--- src/rtl/loader_pkg.sv ---
// loader_pkg: shared types and helpers for perceptron_loader.
//
// Contents:
//   state_t    - loader FSM states (FILL, EVAL, HOLD), 2-bit encoding
//   idx_width  - element index width, max(1, $clog2(n))
//
// DATA_WIDTH defaults to 8 when the build does not define it.

`ifndef DATA_WIDTH
`define DATA_WIDTH 8
`endif

package loader_pkg;

    typedef enum logic [1:0] {
        FILL = 2'd0,
        EVAL = 2'd1,
        HOLD = 2'd2
    } state_t;

    // A 1-element vector still needs a 1-bit index register.
    function automatic int idx_width(input int n);
        return (n <= 1) ? 1 : $clog2(n);
    endfunction

endpackage

--- src/rtl/perceptron_loader.sv ---
// perceptron_loader: serial-to-parallel staging block in front of the perceptron.
//
// Collects N (x, w) element pairs, one per accepted beat, plus a bias sampled on
// the first beat. It then holds the assembled vectors on vec_x/vec_w/vec_b.
// One cycle later it captures the perceptron's combinational result (pe_y) into
// out_y, and offers out_y on a valid/ready output.
//
// Optional feature (macro LOADER_LAST_CHECK_EN): adds a sticky err output.
// err flags any accepted beat whose in_last disagrees with the element count.
//
// Ports:
//   clk, rst_n           clock, asynchronous active-low reset
//   in_valid/in_ready    element beat handshake
//   in_x, in_w           signed element pair
//   in_b                 signed bias, taken on the first beat only
//   in_last              end-of-vector marker (checked only with LOADER_LAST_CHECK_EN)
//   vec_x[N], vec_w[N]   registered vectors to the perceptron
//   vec_b                registered bias to the perceptron
//   pe_y                 activated value returned by the perceptron
//   out_valid/out_ready  result handshake
//   out_y                registered result
//   busy                 high whenever the FSM is not in FILL
//   state_dbg            current FSM state, for observation
//   err                  sticky framing error (LOADER_LAST_CHECK_EN only)
//
// Handshake rule: a transfer happens on a rising clk edge where valid and
// ready are both high. in_ready and out_valid are pure decodes of the state
// register. Neither depends combinationally on in_valid or out_ready.

module perceptron_loader
    import loader_pkg::*;
#(
    parameter int N          = 4,
    parameter int DATA_WIDTH = `DATA_WIDTH
) (
    input  logic                         clk,
    input  logic                         rst_n,
    input  logic                         in_valid,
    output logic                         in_ready,
    input  logic signed [DATA_WIDTH-1:0] in_x,
    input  logic signed [DATA_WIDTH-1:0] in_w,
    input  logic signed [DATA_WIDTH-1:0] in_b,
    input  logic                         in_last,
    output logic signed [DATA_WIDTH-1:0] vec_x [N],
    output logic signed [DATA_WIDTH-1:0] vec_w [N],
    output logic signed [DATA_WIDTH-1:0] vec_b,
    input  logic signed [DATA_WIDTH-1:0] pe_y,
    output logic                         out_valid,
    input  logic                         out_ready,
    output logic signed [DATA_WIDTH-1:0] out_y,
    output logic                         busy,
    output state_t                       state_dbg
`ifdef LOADER_LAST_CHECK_EN
    ,
    output logic                         err
`endif
);

    localparam int IW = idx_width(N);

    state_t        state;
    state_t        state_nxt;
    logic [IW-1:0] idx;
    logic          accept;
    logic          last_beat;

    assign in_ready  = (state == FILL);
    assign out_valid = (state == HOLD);
    assign busy      = (state != FILL);
    assign state_dbg = state;

    assign accept    = in_valid && (state == FILL);
    assign last_beat = (idx == IW'(N - 1));

    always_comb begin
        state_nxt = state;
        case (state)
            FILL:    if (accept && last_beat) state_nxt = EVAL;
            EVAL:    state_nxt = HOLD;
            HOLD:    if (out_ready) state_nxt = FILL;
            default: state_nxt = FILL;
        endcase
    end

    always_ff @(posedge clk or negedge rst_n) begin
        if (!rst_n) begin
            state <= FILL;
            idx   <= '0;
            vec_b <= '0;
            out_y <= '0;
            for (int i = 0; i < N; i++) begin
                vec_x[i] <= '0;
                vec_w[i] <= '0;
            end
        end else begin
            state <= state_nxt;
            if (accept) begin
                // Compare against each slot rather than indexing directly, so a
                // non-power-of-two N never addresses past the array.
                for (int i = 0; i < N; i++) begin
                    if (idx == IW'(i)) begin
                        vec_x[i] <= in_x;
                        vec_w[i] <= in_w;
                    end
                end
                if (idx == '0) begin
                    vec_b <= in_b;
                end
                idx <= last_beat ? '0 : idx + IW'(1);
            end
            // The vectors have been stable for a full cycle in EVAL, so pe_y has settled.
            if (state == EVAL) begin
                out_y <= pe_y;
            end
        end
    end

`ifdef LOADER_LAST_CHECK_EN
    always_ff @(posedge clk or negedge rst_n) begin
        if (!rst_n) begin
            err <= 1'b0;
        end else if (accept && (in_last != last_beat)) begin
            err <= 1'b1;
        end
    end
`else
    logic unused_in_last;
    assign unused_in_last = in_last;
`endif

endmodule

--- config.mk ---
export PLATFORM = sky130hd
export DESIGN_NAME = perceptron_loader
export DESIGN_NICKNAME = d
export VERILOG_FILES = /design/src/rtl/loader_pkg.sv /design/src/rtl/perceptron_loader.sv
export SDC_FILE = /design/constraint.sdc
export NUM_CORES = 1
export LEC_CHECK = 0
export CAP_MARGIN = 40
export CORE_ASPECT_RATIO = 1.4
export CORE_MARGIN = 3
export CORE_UTILIZATION = 40
export CTS_BUF_LIST = sky130_fd_sc_hd__clkbuf_2
export CTS_CLUSTER_SIZE = 16
export DETAILED_ROUTE_END_ITERATION = 8
export PLACE_DENSITY = 0.76
export SLEW_MARGIN = 25
export SYNTH_ARGS = -nofsm -noshare
export SYNTH_HDL_FRONTEND = slang
export SYNTH_SLANG_ARGS = --single-unit
--- constraint.sdc ---
create_clock -name clk -period 4.3 [get_ports clk]
set_clock_uncertainty 0.15 [all_clocks]
set_input_delay 1.29 -clock clk [delete_from_list [all_inputs] [get_ports clk]]
set_output_delay 1.29 -clock clk [all_outputs]
set_load 0.02 [all_outputs]
**Run 1: met1 routing**

(3 px per um) Supply wires on this layer in grey.
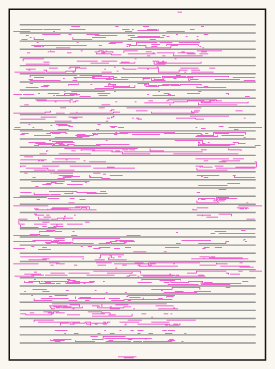
The wires run mostly horizontal. The layer carries 3050 um of wire. The longest straight run is 38.2 um.
DRT Wirelength: 7480 um
M1 GR Usage: 19.1%

**Run 1: routed metal, one colour a layer**

(3 px per um) Two of the layers only.
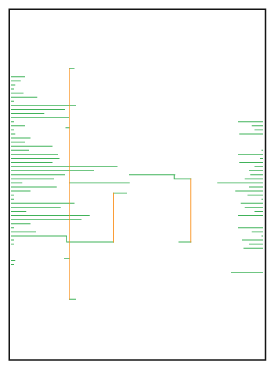
Key: orange = M4 [wire length 114 um]; green = M3 [wire length 647 um]
Vias: 2048
Tot GR Track Use: 16.0%
DR WL/cell: 17.4 um

**Run 1: routing congestion map**

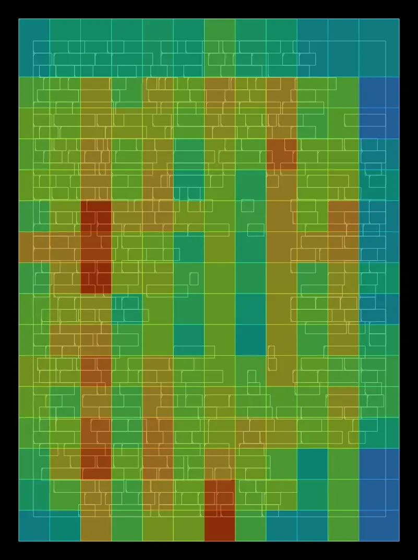
Util after Layout: 58.9%
met2 usage: 25.5%
GRT Max-Usage Layer: met2
routing usage on met3: 6.28%

[run 1: state kept, by name, summed over array words and instances (netlist names)]
signal	flops
vec_w	32
out_y	8
vec_x	32
vec_b	8
state_dbg	2
idx	2
[run 1: area by class of cell]
cell class              instances  area share, %
well taps                     102           2.59
inverters                       4          0.305
multi-input cells              96           26.3
clock inverters                 6           1.14
clock buffers                   9          0.916
flip-flops and latches         84           42.7
repair buffers                128           26.0
[run 1: worst paths after layout]
path	to	slack, ns	cells after the start
max	out_valid	0.69	3
min	vec_x[17]$_DFFE_PN0P_	0.38	1
max reg2reg	vec_x[2]$_DFFE_PN0P_	2.19	3
min reg2reg	vec_x[17]$_DFFE_PN0P_	0.38	1
max in group asynchronous	vec_x[28]$_DFFE_PN0P_	2.84	2
min in group asynchronous	vec_w[5]$_DFFE_PN0P_	0.54	1
[run 1: through the flow]
stage                     util (%)  instances  setup slack, ns
after floorplan                  -        194             1.81
after global placement        57.4        413            0.984
after global routing          58.9        429            0.506
after CTS                     58.9        429            0.626
final                         58.9        429            0.693
after detailed placement      57.7        414            0.939
[run 1: Yosys cell counts (4+ instances only)]
cell / number / area, sq um
buf_12: 5 / 100
buf_4: 4 / 30.0
dfrtp_1: 84 / 2100
ha_1: 4 / 50.1
inv_1: 4 / 15.0
mux2_2: 33 / 372
mux2_4: 49 / 736
nor4bb_1: 4 / 40.0
[run 1: critical path: stages, from the launching register on]
cell,delay [ns]
dfrtp_1,0.69
or2b_1,0.28
inv_1,0.05
clkdlybuf4s50_1,0.62
[run 1: kinds of logic after synthesis]
kind of cell / count (synthesis) / share of synthesized area [%]
flops: 84 / 60.3
fa+ha+maj: 4 / 1.44
mux: 82 / 31.8
compound gates: 1 / 0.143
simple gates: 9 / 2.05
buf+inv: 14 / 4.31
==> results.toml, run 1 <==
# implementation run metrics
[worst_setup_path]
critPathMaxFanout = 9
r2r_start = "state_dbg[1]$_DFFE_PN0P_"
arrival_ns = 2.17
end_kind = "output pin"
required_ns = 2.86
cp-start-kind = "register"
worstSetupPathType = "reg -> out"

[final_timing]
fmax_mhz = 277
hold_ws_ns = 0.384
min_period_over_period_pct = 83.9
worst_pin_slew_ns = 0.510
setup_viol = 0
maxSlewHeadroom_pct = 66.0
slew_viol_final = 0
rsz0062_at_grt = "no"
tns_ns = 0

[status]
outcome = "finished, final reports clean"

[layout]
diodes = 0
layout_top_cell = "clkdlybuf4s50_1"
final_area_sq_um = 4920
n_fill_cell = 641
most-common-layout-cells = "clkdlybuf4s50_1 (119), dfrtp_1 (84), mux2_4 (49)"
flop_area_sq_um = 2100

[cts]
cts_hold_buf = 0
clock-sinks = 84
clk_pin_slew_ns = 0.21
h-tree-depth = 3
clk-insertion-delay-late_ns = 0.52
cts_max_path_buffers = 2
cts_buffers = 9

[hold_path]
min_from = "vec_x[17]$_DFFE_PN0P_"
hold_class = "reg -> reg"

[synth]
synth_area_per_cell_sq_um = 18.0
yosys_warnings = 0
synthFlopType = "dfrtp_1"
ys_async_sr_fraction_pct = 100
numSynthFlops = 84
synth.distinct_cells = 15
syn_area_sq_um = 3490
yosys_cells = 194
synth_cells = 194
edf_count = 0
syn_nets = 235
ys_area_sq_um = 3490

[floorplan]
fp.dieH_um = 116
die_area_sq_um = 9890
die_x_um = 84.9
core_sq_um = 8340
top_level_ports = 122

[global_route]
grt_pass1_wl_um = 12100
grt_max_degree = 47
first_global_vias = 2323

[routing]
met1_length_um = 3050
drt_first_pass_iters = 3
drt-initial-drc-count = 52
routed.top_layer = "met4"
drcViolationCount = 0
ant_nets = 0

[power_and_ir_drop]
p_sw_mw = 1.51
p_int_mw = 2.65
switching_share_pct = 36.3
pg_seq_mw = 1.45
vdd_drop_max_v = 0.000454
leakage_nw = 2.13
power_clock_mw = 0.385

[placed_design]
placed_area_sq_um = 4820
hpwl_um = 5480

[job]
cap_viol_max_count = 0
warnings = 30
==> run 2, diff against run 1 <==
==> constraint.sdc (replaced) <==
create_clock -name clk -period 3.65 [get_ports clk]
set_clock_uncertainty 0.15 [all_clocks]
set_input_delay 1.095 -clock clk [delete_from_list [all_inputs] [get_ports clk]]
set_output_delay 1.095 -clock clk [all_outputs]
set_load 0.02 [all_outputs]
**Run 2: layout detail**

Region (27, 67) to (57, 97) um. Cells in grey, sequential cells in the stronger grey; small squares are vias.
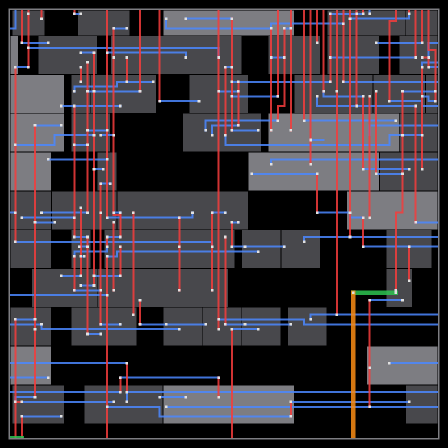
Key: orange = M4; green = M3; blue = M1; red = M2
Most frequent: clkdlybuf4s50_1 (7), buf_4 (6), dfrtp_1 (6). 43 logic cells have their middle in the window. Netlist names of flops here include `vec_w` (6). Sequential cells in the window: 6.

==> run 2 against run 1 <==
- core utilization increased by 0.48 points
- flip-flop count unchanged
- synthesized cell count unchanged
- routed wire length decreased by 0.35%
- critical endpoint unchanged
- highest routed layer unchanged
==> results.toml, run 2 <==
# implementation run metrics
[global_route]
grt_pass1_wl_um = 12400
first_global_vias = 2337
grt.total_usage_pct = 16.3
busiest_layer = "met2"
grt_max_degree = 45

[cts]
clk-insertion-delay-late_ns = 0.51
clk_pin_slew_ns = 0.20
clock-sinks = 84
cts_hold_buf = 0
cts_buffers = 9
cts_max_path_buffers = 2

[worst_setup_path]
cp-start-kind = "register"
required_ns = 2.40
cp-endpoint = "out_valid"
critPathMaxFanout = 9
worstSetupPathType = "reg -> out"
r2r_start = "state_dbg[1]$_DFFE_PN0P_"
ff2ff_path_depth = 3
crit_slowest_cell = "dfrtp_1"
path_cells = "or2b_1 -> inv_1 -> clkdlybuf4s50_1"

[synth]
area_leaders = "dfrtp_1 (60%), mux2_4 (21%), mux2_2 (11%)"
yosys_warnings = 0
top_cell = "dfrtp_1"
numSynthFlops = 84
ys_area_sq_um = 3490
edf_count = 0
syn_area_sq_um = 3490
synth_cells = 194
synthFlopType = "dfrtp_1"
ys_async_sr_fraction_pct = 100
synth.distinct_cells = 15
top_area_share_pct = 60.3
top_cells_by_count = "dfrtp_1 (84), mux2_4 (49), mux2_2 (33), buf_12 (5)"
top_area_cell = "dfrtp_1"
synth_area_per_cell_sq_um = 18.0
yosys_cells = 194

[final_timing]
maxSlewHeadroom_pct = 64.9
min_period_over_period_pct = 93.4
finalWorstSetupSlack_ns = 0.242
worst_pin_slew_ns = 0.527
hold_ws_ns = 0.370
setup_viol = 0
tns_ns = 0
slew_viol_final = 0
rsz0062_at_grt = "no"

[routing]
routed_wirelength_um = 7450
drcViolationCount = 0
vias = 2054
ant_nets = 0
vias_per_cell = 4.78
drt_first_pass_iters = 2
drt-initial-drc-count = 56

[placed_design]
placed_area_sq_um = 4820
dp_slack_ns = 0.603
hpwl_um = 5480
dpl.cell_count = 414

[floorplan]
top_level_ports = 122
die_area_sq_um = 9890
core_sq_um = 8340
fp.dieH_um = 116
die_x_um = 84.9

[power_and_ir_drop]
switching_share_pct = 35.8
p_int_mw = 3.21
leakage_nw = 2.16
p_sw_mw = 1.79

[layout]
stdcell_count = 430
reg.largest.list = "vec_w (32), vec_x (32)"
most-common-layout-cells = "clkdlybuf4s50_1 (119), dfrtp_1 (84), mux2_4 (49)"
layout_top_cell = "clkdlybuf4s50_1"

[status]
outcome = "finished, final reports clean"
**Run 2: routing congestion map**

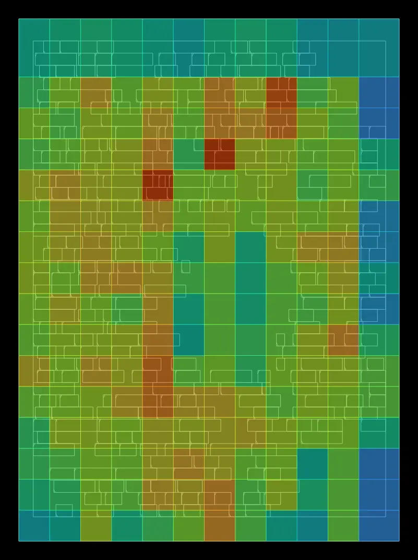
DR WL/cell: 17.3 um
routing usage on met3: 6.85%
Util after Layout: 59.4%
met2 usage: 26.8%
M1 GR Usage: 19.3%

run 2: critical path, delay by kind of cell, from the launching register on:
| family | cells | cell delay, ns |
|---|---|---|
| DFF | 1 | 0.70 |
| buffers and inverters | 2 | 0.66 |
| and+or+nand+nor | 1 | 0.29 |
run 2: per-layer routing:
metal	vias to the layer above	wire length (um)
met2	80	3660
met1	1032	3040
met3	9	646
met5	-	0
met4	0	98
li1	933	-
run 2: worst min-delay path by stage:
stage / to / slack, ns / cells after the start
2_1_floorplan: idx[1]$_DFFE_PN0N_ / 0.38 / 1
3_3_place_gp: vec_x[3]$_DFFE_PN0P_ / 0.34 / 1
3_5_place_dp: vec_x[1]$_DFFE_PN0P_ / 0.34 / 1
4_1_cts: vec_w[25]$_DFFE_PN0P_ / 0.33 / 1
5_1_grt: out_y[0]$_DFFE_PN0N_ / 0.32 / 1
6_report: out_y[5]$_DFFE_PN0N_ / 0.37 / 1
run 2: kinds of logic (layout without fill, tap and decap cells):
logic type,count (synthesis),in the layout,share of synthesized area (%)
flip-flops,84,84,60.3
multiplexers,82,82,31.8
buffers and inverters,14,148,4.31
AND/OR/NAND/NOR,9,9,2.05
adder cells (fa/ha/maj),4,4,1.44
AND-OR/OR-AND,1,1,0.143
run 2: power by group through the flow:
stage          logic (mW)  clock network [mW]  registers, mW
2_1_floorplan        1.01                   0           2.25
3_3_place_gp         2.74                   0           1.71
3_5_place_dp         2.79                   0           1.73
4_1_cts              2.80               0.557           1.71
5_1_grt              2.91               0.590           1.78
6_report             2.76               0.532           1.71
run 2: area by class of cell:
type	count	area, sq um
Fill cell	638	3390
Sequential cell	84	2100
Multi-Input combinational cell	96	1290
Timing Repair Buffer	128	1280
Tap cell	102	128
Clock inverter	7	91.3
Clock buffer	9	45.0
Inverter	4	15.0
==> run 3, diff against run 2 <==
--- a/config.mk
+++ b/config.mk
@@ -5,6 +5,7 @@
 export SDC_FILE = /design/constraint.sdc
 export NUM_CORES = 1
 export LEC_CHECK = 0
+export ABC_AREA = 1
 export CAP_MARGIN = 40
 export CORE_ASPECT_RATIO = 1.4
 export CORE_MARGIN = 3
**Run 3: routed metal, one colour a layer**

(3 px per um) Two of the layers only.
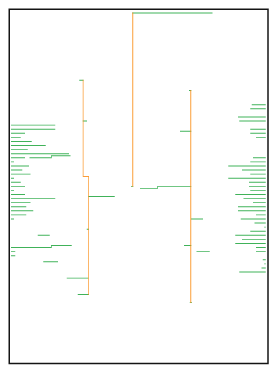
Key: green = M3 [wire length 478 um]; orange = M4 [wire length 202 um]
DR WL/cell: 16.5 um
Tot GR Track Use: 20.2%
DRT Wirelength: 9870 um
Vias: 3154

==> run 3 against run 2 <==
- area after synthesis up 2.1%
- register-to-register slack worse by 0.28 ns
- clock power down 29%
- cell count up 39%
- highest routed layer unchanged
- routed wire length up 32%
- largest cell class unchanged
- non-clock buffer count down 2
- critical endpoint unchanged
- cell area down 2.4%
==> results.toml, run 3 <==
# implementation run metrics
[job]
cap_viol_max_count = 0
warnings = 30

[final_timing]
fmax_mhz = 311
slew_viol_final = 0
hold_ws_ns = 0.329
min_period_over_period_pct = 88.0
setup_viol = 0
finalWorstSetupSlack_ns = 0.438

[worst_setup_path]
required_ns = 2.40
end_kind = "output pin"
arrival_ns = 1.97
critPathMaxFanout = 12
worstSetupPathType = "reg -> out"

[synth]
yosys_cells = 382
synthAdderAreaFrac_pct = 1.41
aoi_share_pct = 0.141
synth.distinct_cells = 17
top_cells_by_count = "nand2_1 (167), dfrtp_1 (84), nand4_1 (72), buf_2 (20), nand3_1 (9)"
edf_count = 0
synth_area_per_cell_sq_um = 9.32
synth.logic.top_family = "simple AND/OR/NAND/NOR gates"
ys_async_sr_fraction_pct = 100
ys_area_sq_um = 3560
ys_sh_mux_pct = 0
simple_gate_share_pct = 33.5
syn_area_sq_um = 3560
synthFlopType = "dfrtp_1"
numSynthFlops = 84
syn_nets = 423

[routing]
drcViolationCount = 0
drt-initial-drc-count = 152
drt_first_pass_iters = 4
ant_nets = 0

[layout]
most-common-layout-cells = "nand2_1 (167), clkdlybuf4s50_1 (118), dfrtp_1 (84)"
n_fill_cell = 780
layout_top_cell = "nand2_1"

[power_and_ir_drop]
switching_share_pct = 44.3
powerComb_mw = 2.43
vdd_drop_max_v = 0.000407
top_power_group = "combinational cells"
p_int_mw = 2.47
power_clock_mw = 0.379
pg_seq_mw = 1.62

[global_route]
grt_max_degree = 50
first_global_vias = 3032

[cts]
h-tree-depth = 3
clk-insertion-delay-late_ns = 0.53
cts_hold_buf = 0
cts_max_path_buffers = 2
clk_pin_slew_ns = 0.20

[hold_path]
hold_class = "in -> async"

[floorplan]
core_sq_um = 8610
top_level_ports = 122
die_x_um = 85.7

[placed_design]
dpl.cell_count = 581
hpwl_um = 7060

[status]
outcome = "finished, final reports clean"
**Run 3: layout detail**

Region (28, 67) to (58, 97) um. Cells in grey, sequential cells in the stronger grey; small squares are vias.
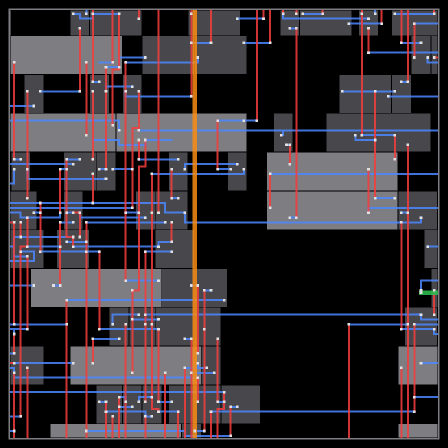

run 3: metrics by stage:
stage,util (%),instance area [sq um]
floorplan,-,3560
global placement,55.0,4730
detailed placement,55.3,4760
CTS,56.2,4830
global route,56.2,4840
finish,56.2,4840
run 3: final timing paths:
check	from	endpoint	slack, ns	cells past startpoint
setup / recovery	state_dbg[0]$_DFFE_PN0P_	out_valid	0.44	2
hold / removal	rst_n	out_y[2]$_DFFE_PN0N_	0.33	1
setup reg to reg	state_dbg[0]$_DFFE_PN0P_	vec_w[27]$_DFFE_PN0P_	1.37	5
hold reg to reg	vec_x[27]$_DFFE_PN0P_	vec_x[27]$_DFFE_PN0P_	0.34	2
max in group asynchronous	rst_n	vec_b[1]$_DFFE_PN0P_	2.41	2
min in group clk	vec_x[27]$_DFFE_PN0P_	vec_x[27]$_DFFE_PN0P_	0.34	2
run 3: routing by layer:
layer	global-route usage [%]	vias up	part of all wire [%]
met4	8.71	0	2.0
met3	3.29	12	4.8
met5	0	-	0
met1	25.9	1558	41
li1	-	1497	-
met2	33.3	87	53
run 3: critical path, cell delays in order, from the launching register on:
cell	delay, ns
dfrtp_1	0.59
nor2_1	0.21
clkdlybuf4s50_1	0.64
run 3: area by class of cell:
type / count / area (sq um) / area share [%]
tap: 105 / 131 / 2.72
multi-input combinational: 260 / 1250 / 25.8
antenna: 1 / 2.50 / 0.0517
clock buffer: 11 / 55.1 / 1.14
timing repair buffer: 126 / 1260 / 26.0
sequential: 84 / 2100 / 43.5
clock inverter: 4 / 17.5 / 0.362
inverter: 6 / 22.5 / 0.466
run 3: cells by family (layout without fill, tap and decap cells):
group                      Yosys count  count (layout)
adders and majority gates            4               4
DFF                                 84              84
buffers and inverters               38             147
AOI/OAI and AO/OA                    1               1
and+or+nand+nor                    255             255
other                                0               1
Power and IR drop assume default switching activity.
